[config.mk]
export PLATFORM = sky130hd
export DESIGN_NAME = layer1_window_gen
export DESIGN_NICKNAME = d
export VERILOG_FILES = /design/src/rtl/cnn_pkg.sv /design/src/rtl/line_delay_en.sv /design/src/rtl/layer1_window_gen.sv
export SDC_FILE = /design/constraint.sdc
export NUM_CORES = 2
export LEC_CHECK = 0
export CAP_MARGIN = 20
export CELL_PAD_IN_SITES_DETAIL_PLACEMENT = 1
export CELL_PAD_IN_SITES_GLOBAL_PLACEMENT = 2
export CORE_ASPECT_RATIO = 1.25
export CORE_UTILIZATION = 39
export CTS_CLUSTER_DIAMETER = 200
export DETAILED_ROUTE_END_ITERATION = 10
export PLACE_DENSITY = 0.81
export SYNTH_ARGS = -nofsm -noshare
export SYNTH_HDL_FRONTEND = slang
export SYNTH_SLANG_ARGS = --single-unit
[constraint.sdc]
create_clock -name clk -period 59.9 [get_ports clk]
set_input_delay 11.98 -clock clk [delete_from_list [all_inputs] [get_ports clk]]
set_output_delay 11.98 -clock clk [all_outputs]
set_load 0.01 [all_outputs]
[src/rtl/cnn_pkg.sv]
// Shared types and layer-1 geometry for the CNN front end.
// The window generator and its delay lines import these constants.
package cnn_pkg;

    localparam int LAYER1_DATA_W = 16;
    localparam int LAYER1_IMG_W  = 32;
    localparam int LAYER1_IMG_H  = 32;

    typedef enum logic [1:0] {
        S_IDLE   = 2'd0,
        S_FILL   = 2'd1,
        S_STREAM = 2'd2,
        S_DONE   = 2'd3
    } win_state_t;

    typedef logic [LAYER1_DATA_W-1:0] pix_t;

endpackage

[src/rtl/line_delay_en.sv]
// Enable-gated shift register: output is the input delayed by DEPTH enabled cycles.
// Used as a row-delay line between tap rows of the window generator.
module line_delay_en
    import cnn_pkg::*;
#(
    parameter int DATA_W = LAYER1_DATA_W,
    parameter int DEPTH  = LAYER1_IMG_W - 3
)(
    input  logic              i_clk,
    input  logic              i_rst,
    input  logic              i_en,
    input  logic [DATA_W-1:0] i_data,
    output logic [DATA_W-1:0] o_data
);

    logic [DATA_W-1:0] r_sr [DEPTH];

    always_ff @(posedge i_clk or posedge i_rst) begin
        if (i_rst) begin
            for (int i = 0; i < DEPTH; i++) begin
                r_sr[i] <= '0;
            end
        end else if (i_en) begin
            r_sr[0] <= i_data;
            for (int i = 1; i < DEPTH; i++) begin
                r_sr[i] <= r_sr[i-1];
            end
        end
    end

    assign o_data = r_sr[DEPTH-1];

endmodule

[src/rtl/layer1_window_gen.sv]
// Layer-1 3x3 sliding-window generator: raster pixels in, one 3x3 window per
// accepted pixel (row>=2, col>=2) out, with valid/ready on both sides.
//
// state    | meaning
// S_IDLE   | waiting for the first pixel of a frame
// S_FILL   | rows 0..1 and the start of row 2 are filling the taps
// S_STREAM | every accepted pixel at col>=2 yields a window
// S_DONE   | last pixel taken; waiting for the final window handshake
module layer1_window_gen
    import cnn_pkg::*;
#(
    parameter  int DATA_W = LAYER1_DATA_W,
    parameter  int IMG_W  = LAYER1_IMG_W,
    parameter  int IMG_H  = LAYER1_IMG_H,
    localparam int ROW_W  = $clog2(IMG_H),
    localparam int COL_W  = $clog2(IMG_W)
)(
    input  logic                clk,
    input  logic                rst,
    input  logic                frame_start,
    input  logic                in_valid,
    output logic                in_ready,
    input  logic [DATA_W-1:0]   pixel_in,
    output logic                out_valid,
    input  logic                out_ready,
    output logic [9*DATA_W-1:0] out_window,
    output logic [ROW_W-1:0]    out_row,
    output logic [COL_W-1:0]    out_col,
    output logic                frame_done
);

    win_state_t          r_state;
    logic [DATA_W-1:0]   r_tap     [3][3];
    logic [DATA_W-1:0]   w_tap_nxt [3][3];
    logic [DATA_W-1:0]   w_dl0_out;
    logic [DATA_W-1:0]   w_dl1_out;
    logic [COL_W-1:0]    r_col;
    logic [ROW_W-1:0]    r_row;
    logic                r_out_valid;
    logic [9*DATA_W-1:0] r_out_window;
    logic [ROW_W-1:0]    r_out_row;
    logic [COL_W-1:0]    r_out_col;
    logic                r_frame_done;
    logic [9*DATA_W-1:0] w_window;
    logic                w_acc;
    logic                w_hs;
    logic                w_col_last;
    logic                w_row_last;
    logic                w_win_ok;
    logic                w_load;
    logic                w_fill_end;
    logic                w_frame_end;

    assign in_ready    = (r_state != S_DONE) && (!r_out_valid || out_ready);
    assign w_acc       = in_valid && in_ready;
    assign w_hs        = r_out_valid && out_ready;
    assign w_col_last  = (r_col == COL_W'(IMG_W - 1));
    assign w_row_last  = (r_row == ROW_W'(IMG_H - 1));
    assign w_win_ok    = (r_row >= ROW_W'(2)) && (r_col >= COL_W'(2));
    // A frame_start pixel is always (0,0), so it never produces a window.
    assign w_load      = w_acc && !frame_start && w_win_ok;
    assign w_fill_end  = (r_row == ROW_W'(2)) && (r_col == COL_W'(2));
    assign w_frame_end = w_row_last && w_col_last;

    // Column 2 of each tap row is the newest pixel; column 0 leaves into the delay lines.
    always_comb begin
        for (int r = 0; r < 3; r++) begin
            w_tap_nxt[r][0] = r_tap[r][1];
            w_tap_nxt[r][1] = r_tap[r][2];
            w_tap_nxt[r][2] = r_tap[r][2];
        end
        w_tap_nxt[2][2] = pixel_in;
        w_tap_nxt[1][2] = w_dl0_out;
        w_tap_nxt[0][2] = w_dl1_out;
    end

    always_comb begin
        w_window = '0;
        for (int r = 0; r < 3; r++) begin
            for (int c = 0; c < 3; c++) begin
                w_window[(r*3+c)*DATA_W +: DATA_W] = w_tap_nxt[r][c];
            end
        end
    end

    line_delay_en #(
        .DATA_W (DATA_W),
        .DEPTH  (IMG_W - 3)
    ) u_dl0 (
        .i_clk  (clk),
        .i_rst  (rst),
        .i_en   (w_acc),
        .i_data (r_tap[2][0]),
        .o_data (w_dl0_out)
    );

    line_delay_en #(
        .DATA_W (DATA_W),
        .DEPTH  (IMG_W - 3)
    ) u_dl1 (
        .i_clk  (clk),
        .i_rst  (rst),
        .i_en   (w_acc),
        .i_data (r_tap[1][0]),
        .o_data (w_dl1_out)
    );

    always_ff @(posedge clk or posedge rst) begin
        if (rst) begin
            for (int r = 0; r < 3; r++) begin
                for (int c = 0; c < 3; c++) begin
                    r_tap[r][c] <= '0;
                end
            end
        end else if (w_acc) begin
            for (int r = 0; r < 3; r++) begin
                for (int c = 0; c < 3; c++) begin
                    r_tap[r][c] <= w_tap_nxt[r][c];
                end
            end
        end
    end

    always_ff @(posedge clk or posedge rst) begin
        if (rst) begin
            r_col <= '0;
            r_row <= '0;
        end else if (frame_start) begin
            r_col <= w_acc ? COL_W'(1) : '0;
            r_row <= '0;
        end else if (w_acc) begin
            if (w_col_last) begin
                r_col <= '0;
                r_row <= w_row_last ? '0 : r_row + ROW_W'(1);
            end else begin
                r_col <= r_col + COL_W'(1);
            end
        end
    end

    always_ff @(posedge clk or posedge rst) begin
        if (rst) begin
            r_out_valid  <= 1'b0;
            r_out_window <= '0;
            r_out_row    <= '0;
            r_out_col    <= '0;
        end else if (frame_start) begin
            r_out_valid <= 1'b0;
        end else if (w_load) begin
            r_out_valid  <= 1'b1;
            r_out_window <= w_window;
            r_out_row    <= r_row;
            r_out_col    <= r_col;
        end else if (out_ready) begin
            r_out_valid <= 1'b0;
        end
    end

    always_ff @(posedge clk or posedge rst) begin
        if (rst) begin
            r_state      <= S_IDLE;
            r_frame_done <= 1'b0;
        end else begin
            r_frame_done <= 1'b0;
            if (frame_start) begin
                r_state <= w_acc ? S_FILL : S_IDLE;
            end else begin
                case (r_state)
                    S_IDLE:   if (w_acc) r_state <= S_FILL;
                    S_FILL:   if (w_acc && w_fill_end) r_state <= S_STREAM;
                    S_STREAM: if (w_acc && w_frame_end) r_state <= S_DONE;
                    S_DONE: begin
                        if (w_hs) begin
                            r_state      <= S_IDLE;
                            r_frame_done <= 1'b1;
                        end
                    end
                    default:  r_state <= S_IDLE;
                endcase
            end
        end
    end

    assign out_valid  = r_out_valid;
    assign out_window = r_out_window;
    assign out_row    = r_out_row;
    assign out_col    = r_out_col;
    assign frame_done = r_frame_done;

endmodule

congestion.png
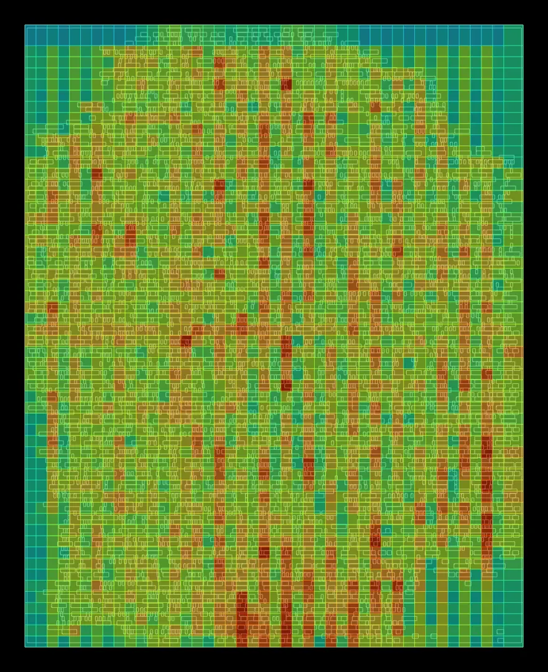
met3 usage in global routing: 0.03033
final core area utilization: 0.4568
highest-utilization routing layer at the global route stage: met2
Tot GR Track Use: 0.1674

metal_density.png
Scale bar: 100 microns. 31 x 39 tiles, from dark blue (low) to red (high), scaled to the fullest tile. Values are wire area over tile area, all layers added.
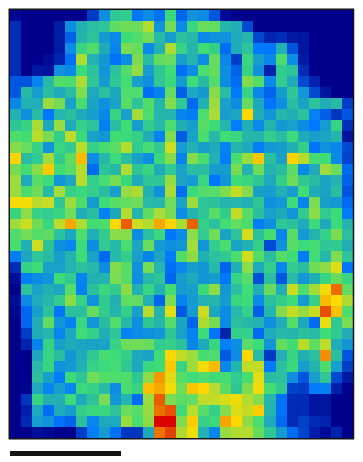
28% of the tiles are over half the peak. The densest ninth of the die: south. The fullest tile reaches 0.31. The emptiest ninth of the die: north-east. The mean over all tiles is 0.12. 7.4% of the tiles are nearly empty.

flops_by_reg.png
Scale bar: 100 microns. Other sequential cells in the stronger grey, the rest of the logic in the fainter grey.
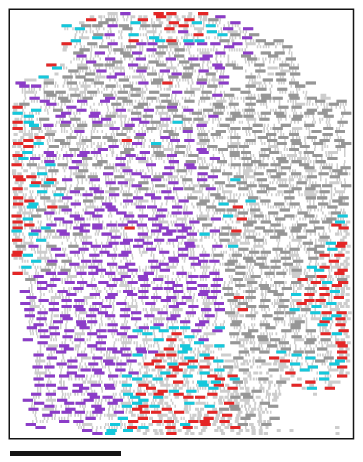
Key: red = out_window [sequential cells 144, where spread over the die]; cyan = r_tap [sequential cells 128, where spread over the die]; purple = u_dl0.r_sr [sequential cells 448]
Another 504 sequential cells are not coloured.

==> impl.org <==
* Implementation run

** Cells and area
- The fraction of cell area in multi-input combinational cells is reported as 0.2651.
- Non-filler instance count after layout :: 6639
- Number of antenna repair diodes :: 0
- Per the final report, the share of cell area in non-clock buffers is 0.04076.
- Combinational gate count :: 3398
- In the final layout, the share of cells above drive strength 1 is 0.05397.
- The number of sequential cells reported for the layout is between 1000 and 1500.
- Per the cell usage report, the commonest logic cell in the layout is nand2_1.
- In the final layout, the fill cell count is ~13000.
- Share of cell area taken by flip-flops and latches :: 0.5748
- Per the run report, area growth between synthesis and finish was 16.18%.
- Dominant kind of cell by area :: flip-flops and latches
- The top cell types in the final layout, fill and taps aside, are nand2_1, dfrtp_1, clkdlybuf4s50_1.

** Logic synthesis
- The cell-mix breakdown from Yosys lists the simple-gate area share as 0.2639.
- Top area cell types :: dfrtp_1, nand2_1, mux2_1
- The stat command in Yosys gives a chip area of 0.04587 sq mm.
- Per the synthesis report, the number of distinct cell types is 33.
- Synthesis produced about 4900 cells.
- The most used flip-flop cell after synthesis is dfrtp_1.
- Fa+ha+maj area frac :: 0.003001
- Ys async rst share :: 1.000
- Total of flip-flops plus latches after synthesis :: 1224
- The post-synth count of flops with an enable pin is 0.
- Per the post-synthesis stats, the area per cell is 9.392 sq um.
- After synthesis, the design contains 4884 cells according to Yosys.
- Net count of the mapped netlist :: 4916

** Critical path
- Maximum fanout encountered on the critical timing path :: 5
- Walking the worst path, the cells encountered are clkdlybuf4s50_1 > nand2b_1 > nor2b_1 > clkdlybuf4s50_1.
- For this design, the slowest cell found on the critical path is clkdlybuf4s50_1.
- STA reports a reg2reg setup slack of about 55 ns.
- Cell family contributing the most delay on the critical path :: buffers and inverters
- CP endpoint :: in_ready
- CP Buf/Inv Count :: 2
- Data on the critical path is required at its endpoint by 47.92 ns.

** Status
- The run finished with clean final reports.

** Clock network
- Counting the buffers created by CTS gives 131.
- Clock insertion delay at the later pin of the skew report :: 0.75 ns
- Post-cts sizing count :: 0

** GRT
- Leftover overflow at the end of global routing :: 0
- The via count of the first global-routing pass was 33160.

** Route
- Per the detailed-route log, wirelength across all metal layers totals 94580 microns.
- The first routing iteration left 1945 violations.
- Total via count after detailed routing :: 31150
- Met2 wire len :: 46510 microns
- TritonRoute reported its final design rule violation total as 0.
- Vias per Instance :: 4.691
- Signal routing reaches up to met4.

** Power and ir drop
- Leakage power summed over all cells :: 0.02983 uW
- Total power normalized to cell area comes to 39.29 mW/mm^2.
- Fraction of power consumed by sequential logic :: 0.493
- The largest share of the power goes to registers.
- Final Total Pwr :: 2094 uW
- Switching power as a fraction of the total was reported as 0.2775.
- The flow reports power dissipated in combinational cells as 240 uW.
- For this design the total switching power over the nets is 580.9 uW.

** Floorplanning
- Die span in y :: 385.4 microns
- Core region area :: 0.1167 sq mm
- The floorplan report gives the top-level pin count as 178.

** Hold path
- The startpoint identified for the worst hold timing path is u_dl1.r_sr[441].
- The endpoint of the worst hold path is reported as u_dl1.r_sr[425].

** Final timing
- In the final report, the number of hold violations comes to 0.
- Across all hold checks on the routed design, the worst slack comes to approximately 0.45 ns.
- In this build the clock could be raised as far as between 30 and 40 MHz.
- For the final database, setup skew stands at 0.02831 ns.
- Setup slack closes at around 35 ns.
- The final timing report lists a max-slew violation count of 0.

** Place
- Final weighted congestion in routability-driven placement :: 0.7279
- Total placed instance area :: 0.04886 sq mm

** Run
- Max-cap check violation count :: 0
- Count of tool warnings :: 41
No activity file was given, so power comes from the tool's default toggle rates.
